$ cat config.mk
export PLATFORM = sky130hd
export DESIGN_NAME = uart_tx_scheduler
export DESIGN_NICKNAME = d
export VERILOG_FILES = /design/src/rtl/uart_sched_pkg.sv /design/src/rtl/uart_tx_scheduler_rr_arbiter.sv /design/src/rtl/uart_tx_scheduler.sv
export SDC_FILE = /design/constraint.sdc
export NUM_CORES = 1
export LEC_CHECK = 0
export CORE_MARGIN = 3
export CORE_UTILIZATION = 50
export DETAILED_ROUTE_END_ITERATION = 7
export GPL_TIMING_DRIVEN = 0
export PLACE_DENSITY = 0.87
export SLEW_MARGIN = 20
export SYNTH_ARGS = -nofsm -noshare
export SYNTH_HDL_FRONTEND = slang
export SYNTH_SLANG_ARGS = --single-unit
$ cat constraint.sdc
create_clock -name clock -period 3.4 [get_ports clock]
set_input_delay 0.68 -clock clock [delete_from_list [all_inputs] [get_ports clock]]
set_output_delay 0.68 -clock clock [all_outputs]
set_load 0.02 [all_outputs]
$ cat src/rtl/uart_sched_pkg.sv
// Shared types and sizing helpers for the UART transmit scheduler.
// The scheduler and its round-robin arbiter both import this package.
package uart_sched_pkg;

  typedef enum logic [2:0] {
    IDLE  = 3'd0,
    SEND  = 3'd1,
    WAIT  = 3'd2,
    ACK   = 3'd3,
    ABORT = 3'd4
  } state_t;

  function automatic int bytes_per_word(input int nb_word, input int nb_data);
    return nb_word / nb_data;
  endfunction

  // Width able to hold 0..n-1, never narrower than one bit.
  function automatic int cnt_width(input int n);
    return (n > 1) ? $clog2(n) : 1;
  endfunction

endpackage

$ cat src/rtl/uart_tx_scheduler_rr_arbiter.sv
// Combinational round-robin pick: the first set request strictly after
// last_grant, wrapping around, so the previous winner is considered last.
module rr_arbiter
  import uart_sched_pkg::*;
#(
  parameter int N_REQ = 3
) (
  input  logic [N_REQ-1:0]            req,
  input  logic [cnt_width(N_REQ)-1:0] last_grant,
  output logic [cnt_width(N_REQ)-1:0] grant_idx,
  output logic                        any_req
);

  localparam int GW = cnt_width(N_REQ);

  int idx_s;

  // Scan from the farthest candidate down so the nearest one is written last.
  always_comb begin
    grant_idx = GW'(0);
    idx_s     = 0;
    any_req   = |req;
    for (int i = N_REQ; i >= 1; i--) begin
      idx_s     = (int'(last_grant) + i) % N_REQ;
      grant_idx = req[idx_s] ? GW'(idx_s) : grant_idx;
    end
  end

endmodule

$ cat src/rtl/uart_tx_scheduler.sv
// Shares one UART transmitter among N_REQ word-wide requesters: round-robin
// grant, LSB-first byte sequencing, per-byte timeout with error pulse.
module uart_tx_scheduler
  import uart_sched_pkg::*;
#(
  parameter int NB_DATA = 8,
  parameter int NB_WORD = 32,
  parameter int N_REQ   = 3,
  parameter int TIMEOUT = 200000
) (
  input  logic                        clock,
  input  logic                        reset,
  input  logic [N_REQ-1:0]            req,
  input  logic [N_REQ*NB_WORD-1:0]    word_in,
  output logic [N_REQ-1:0]            ack,
  output logic                        err,
  output logic                        tx_start,
  output logic [NB_DATA-1:0]          tx_din,
  input  logic                        tx_done_tick,
  output logic                        busy,
  output logic [cnt_width(N_REQ)-1:0] grant_id
);

  localparam int BYTES = bytes_per_word(NB_WORD, NB_DATA);
  localparam int GW    = cnt_width(N_REQ);
  localparam int BCW   = cnt_width(BYTES);
  localparam int TCW   = cnt_width(TIMEOUT);

  localparam logic [BCW-1:0] LAST_BYTE = BCW'(BYTES - 1);
  localparam logic [TCW-1:0] TO_LAST   = TCW'(TIMEOUT - 1);

  state_t             state_r;
  state_t             state_next_s;
  logic [NB_WORD-1:0] shift_r;
  logic [BCW-1:0]     byte_cnt_r;
  logic [TCW-1:0]     to_cnt_r;
  logic [GW-1:0]      grant_r;
  logic [GW-1:0]      last_grant_r;
  logic [GW-1:0]      grant_s;
  logic               any_req_s;
  logic [N_REQ-1:0]   ack_r;
  logic               err_r;
  logic               tx_start_r;
  logic               busy_r;

  rr_arbiter #(
    .N_REQ (N_REQ)
  ) u_arb (
    .req        (req),
    .last_grant (last_grant_r),
    .grant_idx  (grant_s),
    .any_req    (any_req_s)
  );

  // State register.
  always_ff @(posedge clock or posedge reset) begin
    if (reset) begin
      state_r <= IDLE;
    end else begin
      state_r <= state_next_s;
    end
  end

  // Next-state decode; a tick takes priority over a timeout on the same cycle.
  always_comb begin
    state_next_s = state_r;
    case (state_r)
      IDLE: begin
        if (any_req_s) state_next_s = SEND;
        else           state_next_s = IDLE;
      end
      SEND: state_next_s = WAIT;
      WAIT: begin
        if (tx_done_tick) begin
          if (byte_cnt_r == LAST_BYTE) state_next_s = ACK;
          else                         state_next_s = SEND;
        end else if (to_cnt_r == TO_LAST) begin
          state_next_s = ABORT;
        end else begin
          state_next_s = WAIT;
        end
      end
      ACK:     state_next_s = IDLE;
      ABORT:   state_next_s = IDLE;
      default: state_next_s = IDLE;
    endcase
  end

  // Grant capture, word latch, byte shifting and timeout counting.
  always_ff @(posedge clock or posedge reset) begin
    if (reset) begin
      shift_r      <= {NB_WORD{1'b0}};
      byte_cnt_r   <= BCW'(0);
      to_cnt_r     <= TCW'(0);
      grant_r      <= GW'(0);
      last_grant_r <= GW'(N_REQ - 1);
    end else begin
      case (state_r)
        IDLE: begin
          if (any_req_s) begin
            grant_r    <= grant_s;
            shift_r    <= word_in[int'(grant_s)*NB_WORD +: NB_WORD];
            byte_cnt_r <= BCW'(0);
          end
        end
        SEND: to_cnt_r <= TCW'(0);
        WAIT: begin
          to_cnt_r <= to_cnt_r + TCW'(1);
          if (tx_done_tick && (byte_cnt_r != LAST_BYTE)) begin
            shift_r    <= shift_r >> NB_DATA;
            byte_cnt_r <= byte_cnt_r + BCW'(1);
          end
        end
        ACK:     last_grant_r <= grant_r;
        ABORT:   last_grant_r <= grant_r;
        default: ;
      endcase
    end
  end

  // Outputs registered from the next state so each pulse lines up with its state.
  always_ff @(posedge clock or posedge reset) begin
    if (reset) begin
      ack_r      <= {N_REQ{1'b0}};
      err_r      <= 1'b0;
      tx_start_r <= 1'b0;
      busy_r     <= 1'b0;
    end else begin
      ack_r      <= (state_next_s == ACK) ? (N_REQ'(1'b1) << grant_r) : {N_REQ{1'b0}};
      err_r      <= (state_next_s == ABORT);
      tx_start_r <= (state_next_s == SEND);
      busy_r     <= (state_next_s != IDLE);
    end
  end

  assign ack      = ack_r;
  assign err      = err_r;
  assign tx_start = tx_start_r;
  assign tx_din   = shift_r[NB_DATA-1:0];
  assign busy     = busy_r;
  assign grant_id = grant_r;

endmodule

==> deck_impl_summary.md <==
Key Metrics from the Run

Placement
  – Placed wire-length estimate: 7710 um
  – I/O Buffers: between 100 and 150
  – Routability cong.: slightly below 0.9

Timing
  – Upper clock frequency limit: 400 MHz
  – Clk_skew: 12.6 ps
  – Slew margin rel.: 60.1%
  – Fin. Hold Viols: 0
  – Worst-Margin Slew: 596 ps
  – RSZ-0062 raised after global routing: false
  – Final period utilization: 73.5%
  – Final Setup Violations: 0
  – Final min period: 2500 ps

Clock tree
  – CTS Sinks: 65
  – Setup bufs post-CTS: 0
  – H-tree levels: 3
  – Resize count post-CTS: 0
  – Clk Latency, worst-skew pair: 350 ps
  – Hold buffers post-CTS: 0

Critical path
  – WS Path Type: in2reg
  – Setup crit end kind: flip-flop
  – CP Data Arrival Time: 2760 ps
  – CP required: 3670 ps
  – CP Launch Type: primary input

Floorplan
  – Row cnt: 30
  – Die area: 8230 um^2
  – FP Util: a little over half

Flow run
  – OpenROAD warning count: 27

Yosys
  – Max-area cell share: around 45%
  – Ys async rst share: 100%
  – Ys Warns: 0
  – Most frequent cell after synthesis: dfrtp_1
  – Biggest area cells: dfrtp_1 (45%), mux2i_1 (11%), o221ai_1 (5.9%)
  – Syn Area/Cell: roughly 9.5 um^2
  – Dominant cell type by area after synthesis: dfrtp_1
  – Yosys Instances: ~380
  – Synthesized flop and latch total: 65
  – Count of library flops with an enable pin: 0
  – Chip Area, Yosys: 3590 um^2
  – Post-synth seq share: 45.3%
  – Main flop type: dfrtp_1
  – Post-synthesis cell area: roughly 3600 um^2

Global route
  – Largest net degree at the start of global routing: roughly 52
  – First-pass GRT wire length: 17300 um
  – Antenna violations before repair: 0
  – Vias in the first global route: 3483

Route
  – Drt first-iter violations: 209
  – Vias: around 3.5k
  – DRC errors left: 0
  – WL per Instance: approximately 17 um
  – Post-route antenna net violation count: 0
  – Routed wire length: 10200 um
  – Via-per-instance ratio: 5.71

Power
  – Maximum VDD drop: ~0.48 mV
  – Total power: 0.00372 W
  – Pwr dens: 727 nW/um^2
  – Static leakage: roughly 2.2 nW

Cells and area
  – Final #Nets: 611
  – N_diodes: 0
  – Share of cells above drive strength 1: 10.4%

Run status
  – Status: finished, final reports clean

Worst hold path
  – HP Class: reg2reg
[report_power, final]
group / switching [W] / internal [W] / total, W
registers: 0.000185 / 0.00103 / 0.00122
logic: 0.00100 / 0.000816 / 0.00182
clock network: 0.000337 / 0.000344 / 0.000681
total: 0.00152 / 0.00219 / 0.00372
[worst max-delay path, cell delays in order]
cell             delay [ps]
clkdlybuf4s50_1         510
nor3_1                  320
nor3_2                  100
buf_2                   210
nand2_2                 160
clkbuf_1                400
o221ai_1                200
a21oi_1                 160
[sequential cells by signal, summed over array words and instances (netlist names)]
name          cells
last_grant_r      2
err               1
grant_id          2
tx_start          1
shift_r          32
state_r           3
busy              1
ack               3
byte_cnt_r        2
to_cnt_r         18
[path summary, 6_finish.rpt]
kind,from,endpoint,slack (ps),cells past startpoint
worst min register to register,to_cnt_r[17]$_DFFE_PP0P_,to_cnt_r[17]$_DFFE_PP0P_,490,1
worst max-delay path,req[1],shift_r[18]$_DFFE_PP0P_,900,8
worst min-delay path,to_cnt_r[17]$_DFFE_PP0P_,to_cnt_r[17]$_DFFE_PP0P_,490,1
min in group asynchronous,reset,ack[2]$_DFF_PP0_,600,2
max in group asynchronous,reset,last_grant_r[1]$_DFFE_PP1P_,2240,3
worst max register to register,last_grant_r[0]$_DFFE_PP0P_,shift_r[18]$_DFFE_PP0P_,1010,8
[cells by family (layout without fill, tap and decap cells)]
family | count (synthesis) | count (layout) | share of synthesized area [%]
XOR/XNOR | 1 | 1 | 0.244
multiplexers | 41 | 41 | 11.5
AND-OR/OR-AND | 92 | 92 | 17.4
adder cells (fa/ha/maj) | 5 | 5 | 1.71
flip-flops | 65 | 65 | 45.3
buffers and inverters | 40 | 174 | 5.75
AND/OR/NAND/NOR | 132 | 132 | 18.1
[cell usage in the layout (no fill, tap or decap), drive strengths merged, types with 2 or more instances in the layout]
master and n:
clkdlybuf4s50 117, dfrtp 64, nand2 54, mux2i 39, nor2 31, a21oi 27, o221ai 24, buf 24
o21ai 21, clkbuf 18, nand3 13, inv 10, a32oi 8, nor3 7, nand4 6, ha 4
and3 3, clkinvlp 3, nor3b 3, nor4 3, and2 3, or3b 2, a31oi 2, mux2 2
a22o 2, o211ai 2
[stage by stage]
| stage | instances | setup WS, ps | cell area (um^2) | hold WS [ps] |
|---|---|---|---|---|
| after floorplan | 376 | 1100 | 3590 | 445 |
| after global placement | 589 | -22.0 | 4880 | 474 |
| after detailed placement | 590 | 601 | 4910 | 487 |
| after CTS | 606 | 944 | 5110 | 502 |
| after global routing | 606 | 742 | 5110 | 536 |
| final | 606 | 902 | 5110 | 494 |
[per-layer routing]
layer | wire length [um] | global-route usage (%) | vias up | share of wire [%]
met4 | 260 | 11.1 | 0 | 2.5
li1 | - | - | 1632 | -
met3 | 626 | 4.25 | 21 | 6.1
met1 | 4320 | 33.6 | 1674 | 42
met2 | 5040 | 42.0 | 134 | 49
met5 | 0 | 0 | - | 0
[layout make-up]
class	count	area [um^2]
multi-input combinational	271	1760
fill	498	1760
sequential	65	1630
timing repair buffer	118	1200
buffer	32	176
clock buffer	9	124
tap	96	120
clock inverter	7	78.8
inverter	8	32.5
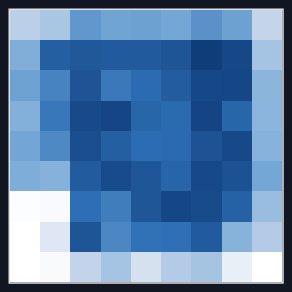
(cell area per tile)
Scale: 3 px per um. 9 x 9 tiles, from white (low) to dark blue (high), 0 to 100% covered.
4.9% of the tiles are nearly empty. The mean over all tiles is 61%. The emptiest ninth of the die: south-west. The densest ninth of the die: centre.
post-layout util: 74.4%
core region area: 6870 um^2

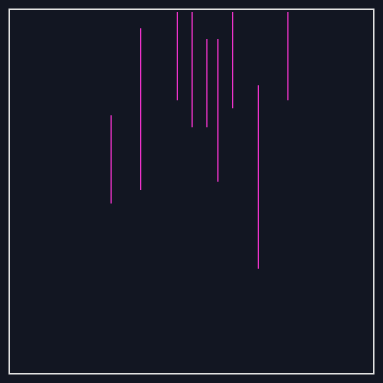
(M4 wires)
Scale: 4 px per um.
8 nets have wire on it. The longest straight run is 45.6 um. The wires run mostly vertical. The layer carries 260 um of wire. The layer holds 2.5% of the routed length.

Power is estimated from default activity; no workload was simulated.
